==> run_1/clk_routes.png <==
Bar = 50 um.
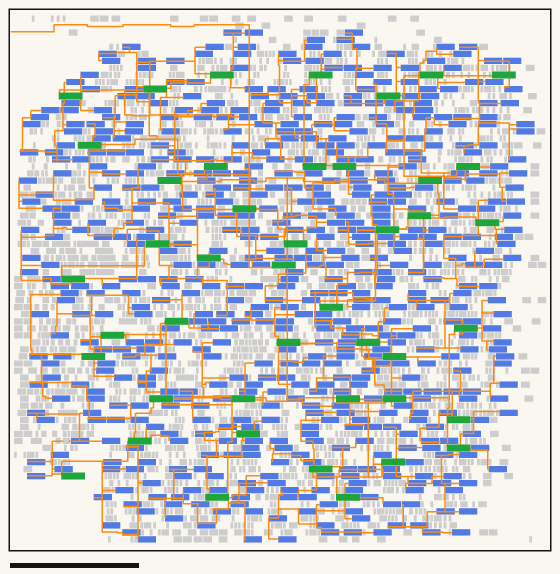
==> run_1/clocks.png <==
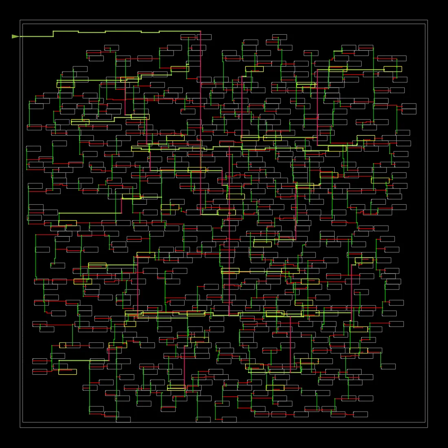
==> run_1/placement_by_type.png <==
Bar = 50 um.
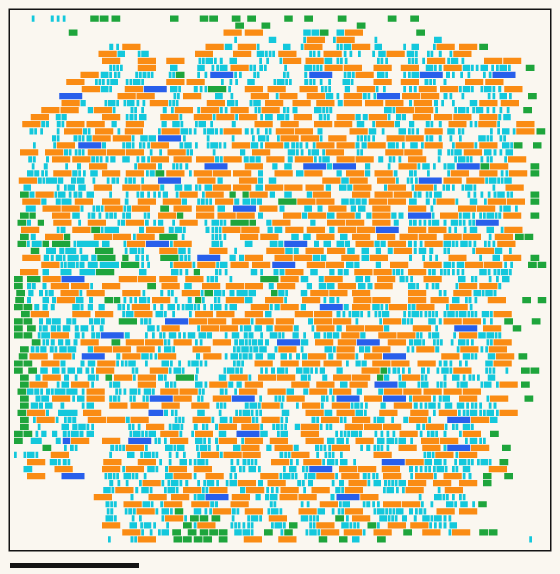
Design pipeline_trace_tracker, sky130hd; sources not shown.
==> flow_summary.json, run 1 <==
{
  "powerDensity_nw_per_um2": 505,
  "p_leak_nw": 8.96,
  "max_slew_margin": -0.0444,
  "cap_viol_max_count": 0,
  "antenna_found_initial": 0,
  "drt_iter0_markers": 1286,
  "area_leaders": "dfxtp_1 (53%), nand2_1 (12%), a311oi_1 (9.8%)",
  "async_flop_share": 0,
  "worstSetupPathType": "input port to flip-flop",
  "skew_ns": 0.0217,
  "path_clk_slew_ns": 0.07,
  "die_area_sq_um": 43600,
  "flop_cell": "dfxtp_1",
  "syn_avg_cell_area_sq_um": 8.47,
  "most_common_cell": "nand2_1",
  "tool_warnings": 34,
  "setup_viol": 0,
  "syn_to_final_growth_pct": 8.12,
  "route.vias.total": 18100,
  "drive_above_1_share": 0.0376,
  "wirelength_mm": 51.1,
  "synth-cells-yosys": 2775,
  "whs_ns": 0.393,
  "syn_area_sq_um": 23500,
  "common_cells": "nand2_1 (769), dfxtp_1 (617), nor2_1 (336)",
  "edf_count": 0,
  "ys_ff": 617,
  "top_area_cell": "dfxtp_1",
  "peakVddDrop_mv": 0.695,
  "placed_cells": 3150,
  "drt.antenna.violating_nets": 0,
  "tns_ns": 0,
  "r2r_setup_slack_ns": 1.08,
  "dpl.hpwl_mm": 29.6,
  "cts_tree": "done",
  "layout_worst_path_cycle_share": 0.710,
  "fmax_ghz": 0.402,
  "grt_max_degree": 264,
  "grt_pass1_vias": 16900,
  "viasPerCell": 5.67,
  "crit_path_end_kind": "flip-flop",
  "io_buffers": 127,
  "finalHoldViolCount": 0,
  "yosysChipArea_sq_um": 23500,
  "ys_warn_count": 0,
  "grtUsageTotal": 0.232,
  "ctsResizeCount": 0,
  "grt_overflow": 0,
  "routabilityCongestion": 0.790,
  "top_area_frac": 0.526,
  "stdcell_count": 3198,
  "die_x_um": 209,
  "drt_pre_antenna_iters": 6,
  "post_cts_buffers": 0,
  "violations": "slew limit",
  "synth_cell_type_count": 48,
  "worstPathRequired_ns": 3.98,
  "slew_violations": 79,
  "status": "finished with violations",
  "hold_path_class": "input port to flip-flop",
  "hold-path-cell-count": 2,
  "cp_data_arrival_time_ns": 2.96,
  "critPathLaunchType": "input port",
  "drc": 0,
  "postCtsHoldBufs": 0,
  "grt_pass1_wl_mm": 85.0,
  "netlist_instances": 2775,
  "largest_register_ffs": 264,
  "fp_util": 0.559,
  "period_needed_ns": 2.48
}
## Picture notes: clk_routes.png
- clock drivers: green (count 44)
- flip-flops: blue (count 617)
- clock wires: orange (length 6380 um)
- routed clock nets: 45
clock latency on the worst-skew pair: 0.58 ns
Clock power frac: 0.361

## Picture notes: clocks.png
number of clock buffers in the layout: 46
Num CTS Buffers: 44
Power Clock: 4.64 mW
CTS sink count: 617

## Picture notes: placement_by_type.png
- clock drivers and dummy loads: blue (cells 48; share of their area 4.8%)
- combinational and other logic: cyan (cells 1838; share of their area 39%)
- sequential cells: orange (cells 617; share of their area 50%)
- remaining buffers and delay cells: green (cells 156; share of their area 6.7%)
core area: 42000 sq um
Seq area share: 0.486
Final Util: 0.604
cell row count: 75

run 1: layout by cell type, fill, tap and decap left out, drive strengths merged, types with 6 or more instances in the layout:
cell / instances
a211oi: 13
a21oi: 123
a311oi: 264
and3: 9
buf: 30
clkbuf: 46
clkdlybuf4s50: 126
conb: 8
dfxtp: 617
ha: 6
inv: 10
nand2: 769
nand3: 28
nand4: 19
nor2: 336
nor2b: 131
o21ai: 9
o22a: 34
or3: 11
xnor2: 12
xor2: 32
run 1: power breakdown:
part,total (mW),internal [mW],switching (mW)
Combinational,1.00,0.204,0.797
Clock,4.64,2.33,2.31
Sequential,7.20,7.13,0.0736
Total,12.8,9.66,3.18
run 1: routing by layer:
metal	wire length, um	part of all wire	track usage	up-vias
met5	0	0	0	-
met4	1020	0.020	0.0652	0
met3	2980	0.058	0.0389	67
met2	23600	0.46	0.373	469
met1	23500	0.46	0.321	8635
li1	-	-	-	8969
run 1: critical path, stage by stage:
cell and delay [ns]:
clkdlybuf4s50_1 0.45, nand2_4 0.11, inv_8 0.04, ha_1 0.17, ha_1 0.22, xnor2_2 0.46, nand4_1 0.23, buf_12 0.23
buf_12 0.20, a311oi_1 0.28
run 1: layout make-up:
class                           count  area (sq um)
Clock buffer                       46          1150
Clock inverter                      2          25.0
Fill cell                        3642         16600
Inverter                            9          41.3
Multi-Input combinational cell   1829          9510
Sequential cell                   617         12400
Tap cell                          539           674
Timing Repair Buffer              156          1660
run 1: cell families after synthesis:
logic type,Yosys count,synth area share
buffers and inverters,336,0.0732
muxes,1,0.000426
DFF,617,0.526
other,1,0.000160
xor gates and xnor gates,44,0.0167
AOI/OAI and AO/OA,448,0.145
and+or+nand+nor,1322,0.236
adders and majority gates,6,0.00319
run 1: stage by stage:
stage / area (sq um) / utilization / total power, mW / worst slack, ns
after global placement: 24200 / 0.576 / 8.35 / 0.570
after global routing: 25400 / 0.604 / 13.3 / 0.908
after CTS: 25400 / 0.604 / 13.0 / 1.05
final: 25400 / 0.604 / 12.8 / 1.02
after detailed placement: 24200 / 0.576 / 8.37 / 0.435
after floorplan: 23500 / - / 8.11 / 0.625
==> inputs of run 2 (changes only) <==
==> constraint.sdc (replaced) <==
create_clock -name clk -period 2.35 [get_ports clk]
set_input_delay 0.3525 -clock clk [delete_from_list [all_inputs] [get_ports clk]]
set_output_delay 0.3525 -clock clk [all_outputs]
set_load 0.05 [all_outputs]
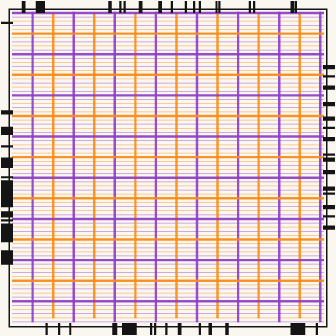
(run_2/power_grid.png)
Pins as bars on the die edge.
- VDD: orange
- VSS: purple
- signal pins: 136
- rows: 75
Max VDD drop: 0.744 mV
Die H: 209 um
chip width: 209 um

==> flow_summary.json, run 2 <==
{
  "status": "completed",
  "drt_iter0_markers": 1303,
  "slowest_stage": "clkdlybuf4s50_1",
  "whs_ns": 0.202,
  "path_clk_slew_ns": 0.07,
  "drc": 0,
  "crit_cells": 1,
  "stdcell_count": 3248,
  "area_leaders": "dfxtp_1 (53%), nand2_1 (12%), a311oi_1 (9.8%)",
  "ys_ff": 617,
  "edf_count": 0,
  "slew_violations": 0,
  "slowest_delay_ns": 0.83,
  "synth-cells-yosys": 2775,
  "ios": 136,
  "clk_latency_ns": 0.58,
  "most_common_cell": "nand2_1",
  "path_buffers": 1,
  "critPathLaunchType": "flip-flop",
  "total_power_mw": 19.2,
  "numCtsBuffers": 44,
  "cts_tree": "done",
  "r2r_setup_slack_ns": 0.29,
  "crit_path_end_kind": "output port",
  "core_area_sq_um": 42000,
  "ys_seq_share": 0.526,
  "fp_util": 0.559,
  "io_buffers": 127,
  "postCtsHoldBufs": 0,
  "grt_overflow": 0,
  "grt_max_degree": 150,
  "cts.sinks": 617,
  "fmax_ghz": 0.466,
  "worstPathRequired_ns": 2.00,
  "hold_path_class": "input port to flip-flop",
  "grt_pass1_wl_mm": 84.7,
  "top_area_frac": 0.526,
  "period_needed_ns": 2.14,
  "met1_usage": 0.315,
  "fin_area_sq_um": 26100,
  "die_area_sq_um": 43600,
  "p_leak_nw": 9.49,
  "routabilityCongestion": 0.791,
  "critPathTopFamily": "buffers and inverters",
  "final_common_cell": "nand2_1",
  "synth_cell_type_count": 48,
  "viasPerCell": 5.62,
  "drt_pre_antenna_iters": 5,
  "common_cells": "nand2_1 (769), dfxtp_1 (617), nor2_1 (336)",
  "layout_top_cells": "nand2_1 (768), dfxtp_1 (614), nor2_1 (333)",
  "syn_avg_cell_area_sq_um": 8.47,
  "largest_register_ffs": 264,
  "max_slew_margin": 0.495,
  "busiest_layer": "met2",
  "grt_pass1_vias": 17000,
  "row_count": 75,
  "met2_usage": 0.372,
  "syn_to_final_growth_pct": 10.9,
  "setup_viol": 0,
  "yosysChipArea_sq_um": 23500,
  "crit_chain": "clkdlybuf4s50_1",
  "hold-path-cell-count": 2,
  "flop_cell": "dfxtp_1",
  "drive_above_1_share": 0.0572,
  "fin_ws_ns": 0.206,
  "worstSetupPathType": "flip-flop to output port",
  "drt.antenna.violating_nets": 0,
  "finalHoldViolCount": 0,
  "htree_levels": 2,
  "ys_warn_count": 0,
  "dpl.hpwl_mm": 31.1,
  "placed_cell_area_sq_um": 24800,
  "grt_use_met3": 0.0352,
  "cp_data_arrival_time_ns": 1.79,
  "layout_worst_path_cycle_share": 0.912,
  "powerDensity_nw_per_um2": 738,
  "pre_cts_ws_ns": -0.299,
  "netlist_instances": 2775,
  "skew_ns": 0.0137,
  "top_area_cell": "dfxtp_1",
  "async_flop_share": 0,
  "cap_viol_max_count": 0,
  "syn_area_sq_um": 23500,
  "tool_warnings": 36,
  "antenna_found_initial": 0,
  "placed_cells": 3197
}
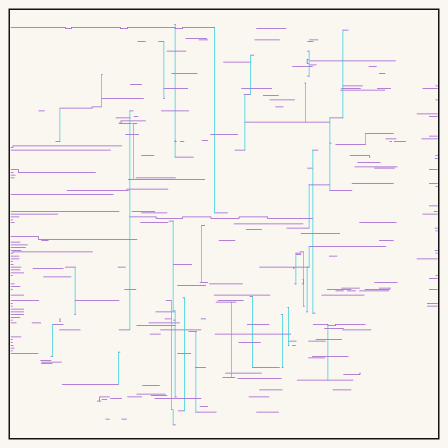
(run_2/wires.png)
Only two layers are drawn.
- metal 3: purple (wire length 2530 um)
- metal 4: cyan (wire length 1150 um)
Tot GR Track Use: 0.230
via count: 18200
wire length per cell: 15.7 um
total routed wirelength: 51.0 mm

run 2: final cells by class:
cell class / count / area (sq um)
inverters: 9 / 41.3
well taps: 539 / 674
flip-flops and latches: 617 / 12400
multi-input cells: 1829 / 9560
clock buffers: 46 / 1130
clock inverters: 3 / 26.3
fillers: 3575 / 16000
repair buffers: 205 / 2270
run 2: what timing repair did:
action	CTS	global route
buffers inserted	0	1
cloned	0	1
setup endpoints to repair	19	68
resized	19	10
pin swaps	0	1
run 2: metal layers:
metal | vias up | share of wire
li1 | 9059 | -
met3 | 78 | 0.050
met4 | 0 | 0.023
met5 | - | 0
met1 | 8678 | 0.47
met2 | 430 | 0.46
run 2: logic make-up after synthesis:
group,count (synthesis),synth area share
and+or+nand+nor,1322,0.236
DFF,617,0.526
AOI/OAI and AO/OA,448,0.145
buffers and inverters,336,0.0732
xor gates and xnor gates,44,0.0167
adders and majority gates,6,0.00319
other,1,0.000160
muxes,1,0.000426
run 2: power breakdown:
part | internal (mW) | switching [mW]
clock network | 3.41 | 3.43
logic | 0.431 | 1.21
registers | 10.6 | 0.118
run 2: stage by stage:
stage,util,TNS [ns]
after global routing,0.620,0
after detailed placement,0.591,-57.46
after CTS,0.618,0
after floorplan,-,0
after global placement,0.591,-44.09
final,0.620,0
Power and IR drop assume default switching activity.
